### Clock wiring as the flow saved it

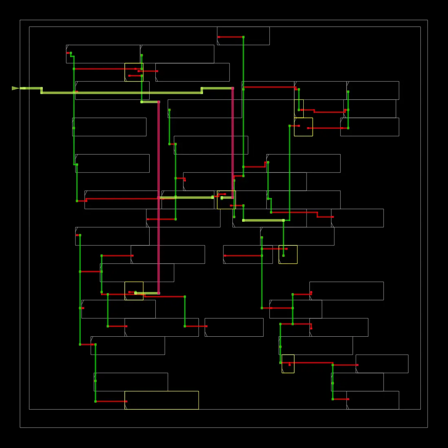
### Routed clock nets over the placement

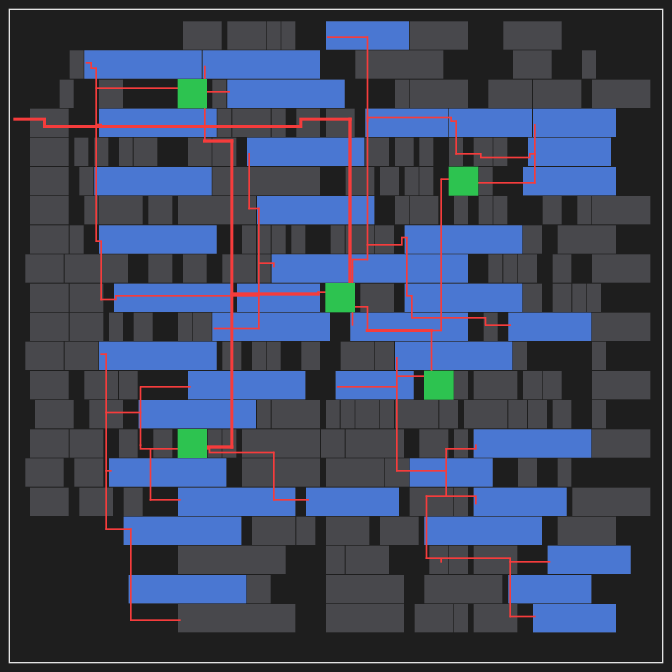
## config.mk

```make
export PLATFORM = sky130hd
export DESIGN_NAME = serial_addsub_flags
export DESIGN_NICKNAME = d
export VERILOG_FILES = /design/src/rtl/serial_addsub_flags.sv
export SDC_FILE = /design/constraint.sdc
export NUM_CORES = 1
export LEC_CHECK = 0
export ABC_AREA = 1
export CAP_MARGIN = 5
export CORE_UTILIZATION = 50
export DETAILED_ROUTE_END_ITERATION = 7
export PLACE_DENSITY = 0.88
export SETUP_SLACK_MARGIN = 0.5
export SYNTH_ARGS = -nofsm -noshare
export SYNTH_HDL_FRONTEND = slang
export SYNTH_SLANG_ARGS = --single-unit
```

## constraint.sdc

```tcl
create_clock -name clk -period 1.8 [get_ports clk]
set_input_delay 0.54 -clock clk [delete_from_list [all_inputs] [get_ports clk]]
set_output_delay 0.54 -clock clk [all_outputs]
set_load 0.05 [all_outputs]
```

## src/rtl/serial_addsub_flags.sv

```systemverilog
// -----------------------------------------------------------------------------
// serial_addsub_flags
//   Bit-serial signed two's-complement adder/subtractor. One bit is processed
//   per clock, LSB first. The unit returns the result together with the
//   overflow, carry, negative and zero flags. Operands arrive on a
//   valid/ready request channel. Results leave on a valid/ready response
//   channel.
//
//   Subtraction is done as A + ~B + 1. The "+1" is the carry register's
//   initial value.
//
// Ports
//   clk        rising-edge clock
//   rst        synchronous active-high reset (aborts any operation)
//   req_valid  request valid (op, a, b)
//   req_ready  high only while idle
//   op         0 = a + b, 1 = a - b
//   a, b       signed operands
//   rsp_valid  result and flags valid (held until rsp_ready)
//   rsp_ready  consumer accepts result
//   result     sum/difference modulo 2^WIDTH
//   overflow   signed overflow
//   carry      carry out of the MSB (subtraction: 1 = no borrow)
//   negative   result sign bit
//   zero       result == 0
// -----------------------------------------------------------------------------
module serial_addsub_flags #(
    parameter int WIDTH = 8
) (
    input  logic                    clk,
    input  logic                    rst,
    input  logic                    req_valid,
    output logic                    req_ready,
    input  logic                    op,
    input  logic signed [WIDTH-1:0] a,
    input  logic signed [WIDTH-1:0] b,
    output logic                    rsp_valid,
    input  logic                    rsp_ready,
    output logic signed [WIDTH-1:0] result,
    output logic                    overflow,
    output logic                    carry,
    output logic                    negative,
    output logic                    zero
);

    localparam int CNT_W = $clog2(WIDTH);

    typedef enum logic [1:0] {S_IDLE, S_BUSY, S_DONE} state_t;

    state_t state_q, state_d;

    logic [WIDTH-1:0] a_sh_q;
    logic [WIDTH-1:0] b_sh_q;
    logic [WIDTH-2:0] sum_sh_q;   // sum bits collected so far; the newest bit enters at the top
    logic             c_q;
    logic [CNT_W-1:0] cnt_q;

    logic signed [WIDTH-1:0] res_q;
    logic                    ovf_q;
    logic                    carry_q;
    logic                    neg_q;
    logic                    zero_q;

    logic             sum_bit;
    logic             c_next;
    logic             last_bit;
    logic [WIDTH-1:0] res_next;

    function automatic logic maj(input logic x, input logic y, input logic z);
        return (x & y) | (x & z) | (y & z);
    endfunction

    // Single-bit full adder on the current LSBs
    always_comb begin
        sum_bit  = a_sh_q[0] ^ b_sh_q[0] ^ c_q;
        c_next   = maj(a_sh_q[0], b_sh_q[0], c_q);
        last_bit = (cnt_q == CNT_W'(WIDTH - 1));
        res_next = {sum_bit, sum_sh_q};
    end

    // FSM: state register
    always_ff @(posedge clk) begin
        if (rst) begin
            state_q <= S_IDLE;
        end else begin
            state_q <= state_d;
        end
    end

    // FSM: next state
    always_comb begin
        state_d = state_q;
        case (state_q)
            S_IDLE:  if (req_valid) state_d = S_BUSY;
            S_BUSY:  if (last_bit)  state_d = S_DONE;
            S_DONE:  if (rsp_ready) state_d = S_IDLE;
            default: state_d = S_IDLE;
        endcase
    end

    // FSM: outputs
    always_comb begin
        req_ready = (state_q == S_IDLE);
        rsp_valid = (state_q == S_DONE);
    end

    // Serial datapath. It needs no reset because every operation reloads it.
    always_ff @(posedge clk) begin
        if (state_q == S_IDLE && req_valid) begin
            a_sh_q <= a;
            b_sh_q <= op ? ~b : b;
            c_q    <= op;
            cnt_q  <= '0;
        end else if (state_q == S_BUSY) begin
            a_sh_q   <= a_sh_q >> 1;
            b_sh_q   <= b_sh_q >> 1;
            sum_sh_q <= res_next[WIDTH-1:1];
            c_q      <= c_next;
            cnt_q    <= cnt_q + CNT_W'(1);
        end
    end

    // Result and flags are captured once, on the MSB cycle.
    // At that point c_q is the carry into the MSB and c_next is the carry out.
    always_ff @(posedge clk) begin
        if (rst) begin
            res_q   <= '0;
            ovf_q   <= 1'b0;
            carry_q <= 1'b0;
            neg_q   <= 1'b0;
            zero_q  <= 1'b0;
        end else if (state_q == S_BUSY && last_bit) begin
            res_q   <= res_next;
            ovf_q   <= c_q ^ c_next;
            carry_q <= c_next;
            neg_q   <= sum_bit;
            zero_q  <= ~|res_next;
        end
    end

    assign result   = res_q;
    assign overflow = ovf_q;
    assign carry    = carry_q;
    assign negative = neg_q;
    assign zero     = zero_q;

endmodule

```

==> notes.md <==
Results of the flow run.

The final hold violation count recorded for this run is 0. The tally of clock buffers in the finished layout stands at 6. The clock H-tree reported by CTS has 2 levels. The most common logic cells in the final layout are nand2_1, edfxtp_1, clkdlybuf4s50_1. The worst hold path depth stands at 0. The final layout report lists a filler cell count of 235. The clock passes through at most 2 buffers. According to the hold report, the worst path is of the reg2reg type. The overall die size recorded for this design is between 3000 and 4000 um^2.

The finished layout cell area stands at 2540 um^2. ~110 cells are multi-input combinational gates. The register clock-pin slew on the reported worst setup and hold paths stands at 0.12 ns. The net count of the mapped netlist stands at 190.

Multi-input logic gates represent a cell area share of 0.259. The tally of max-capacitance violations stands at 0. The biggest slice of the total power is consumed by registers.

The number of global-route vias before repair came to 1180. The combinational logic power stands at 0.444 mW. The netlist area before placement stands at between 1500 and 2000 um^2. The number of remaining DRC errors stands at 0. The sequential portion of the cell area stands at 0.420. The final routed wirelength across all metal layers stands at ~3.4 mm.

Headroom to the max-slew limit came out at 0.669. The cell family contributing the most delay on the critical path is flip-flops. The flow ran to the end, and the final reports show no timing, DRC or antenna violations. Per the layout area report, the register area comes to ~1100 um^2. Leaving out fill and tap cells, the most frequent cell in the layout is nand2_1. The post-synth register bit count is roughly 40.

The horizontal extent of the die stands at 60.9 um. The arrival time of the worst setup path stands at about 1.1 ns. Across the VDD grid, the largest voltage drop is about 0.52 mV. The biggest slice of the area belongs to flip-flops and latches. The maximum number of pins on one net before global-route repair stands at 18. The number of detailed-routing iterations run before antenna repair stands at 4.

The timing report shows that the slowest cell on the worst path is dfxtp_4. During placement, the flow inserted port buffers numbering 34. The number of placed instances, taps included stands at 242. Per the timing report, the biggest fanout along the worst path comes to 2.

The count of inverters other than clock inverters in the layout stands at 9. Counting cells, the worst reg-to-reg path comes to 6. The post-route utilization of the core is recorded as 0.761. The effective utilization at floorplan stands at 0.519. The STA report counts the stages on the worst setup path as 3. The share of total power dissipated in the clock network is 0.266. The wire length of the first global-routing pass stands at 5.15 mm.

Endpoints with negative setup slack in the final report add up to 0. Summed over all failing endpoints, the final setup total negative slack is 0 ns. The number of nets in the layout stands at roughly 240. A synthesized cell averages 10.4 um^2. The critical path is of the reg2out type. For the sequential group, total power comes out at between 1 and 1.5 mW. The relative area of clock buffers and inverters in the final design stands at 0.0300. The minimum setup slack in the final design stands at 0.212 ns.

The internal power contribution stands at 1.61 mW. The placer's final routability congestion estimate stands at ~0.76. The routed design could run at a clock period as short as approximately 1.6 ns. The post-layout total power stands at between 2 and 2.5 mW.
Notes on 'Clock wiring as the flow saved it' above:
clock sink total: 40
Seq cells: 40
Latency at later pin: 0.35 ns
number of buffers created by CTS: 5

Notes on 'Routed clock nets over the placement' above:
[red] clock wires | length: 434 um
[blue] flip-flops | count: 40
[green] clock drivers | count: 5
routed clock nets: 6

## flip-flops by register name, summed over array words and instances (netlist names)
| signal | flops |
|---|---|
| a_sh_q | 8 |
| b_sh_q | 8 |
| result | 8 |
| sum_sh_q | 7 |
| cnt_q | 3 |
| state_q | 2 |
| c_q | 1 |
| carry | 1 |
| overflow | 1 |
| zero | 1 |
## synthesized netlist by cell type, drive strengths merged
library cell / n
dfxtp: 16
a211oi: 1
nand2: 48
xor2: 2
inv: 9
xnor2: 8
or2: 1
ha: 2
nand3: 9
a21oi: 11
edfxtp: 24
fa: 1
buf: 8
o21ai: 9
nor3: 1
clkbuf: 1
nor2: 15
## worst reg2reg max path, delay by kind of cell (launching register included)
family / cells / cell delay [ns]
compound gates: 1 / 0.11
fa+ha+maj: 1 / 0.50
flops: 1 / 0.44
simple gates: 4 / 0.32
## routing by layer
metal / vias to the layer above / routed length [um] / track usage / share of wire
met4: 0 / 93 / 0.120 / 0.028
met3: 9 / 115 / 0.0533 / 0.034
met5: - / 0 / 0 / 0
li1: 646 / - / - / -
met1: 606 / 1220 / 0.217 / 0.36
met2: 43 / 1930 / 0.355 / 0.58
## path summary, 6_finish.rpt
check                                        startpoint                    end
worst max-delay path            state_q[1]$_SDFFE_PP0P_              rsp_valid
worst max register to register      b_sh_q[0]$_DFFE_PP_      zero$_SDFFE_PP0P_
worst min-delay path              sum_sh_q[1]$_DFFE_PP_  sum_sh_q[0]$_DFFE_PP_
worst min register to register    sum_sh_q[1]$_DFFE_PP_  sum_sh_q[0]$_DFFE_PP_
## cells by family after synthesis
group           synth area share
buf+inv                   0.0650
simple gates               0.192
compound gates            0.0650
fa+ha+maj                 0.0260
xor+xnor                  0.0506
flops                      0.601
Power and IR drop assume default switching activity.
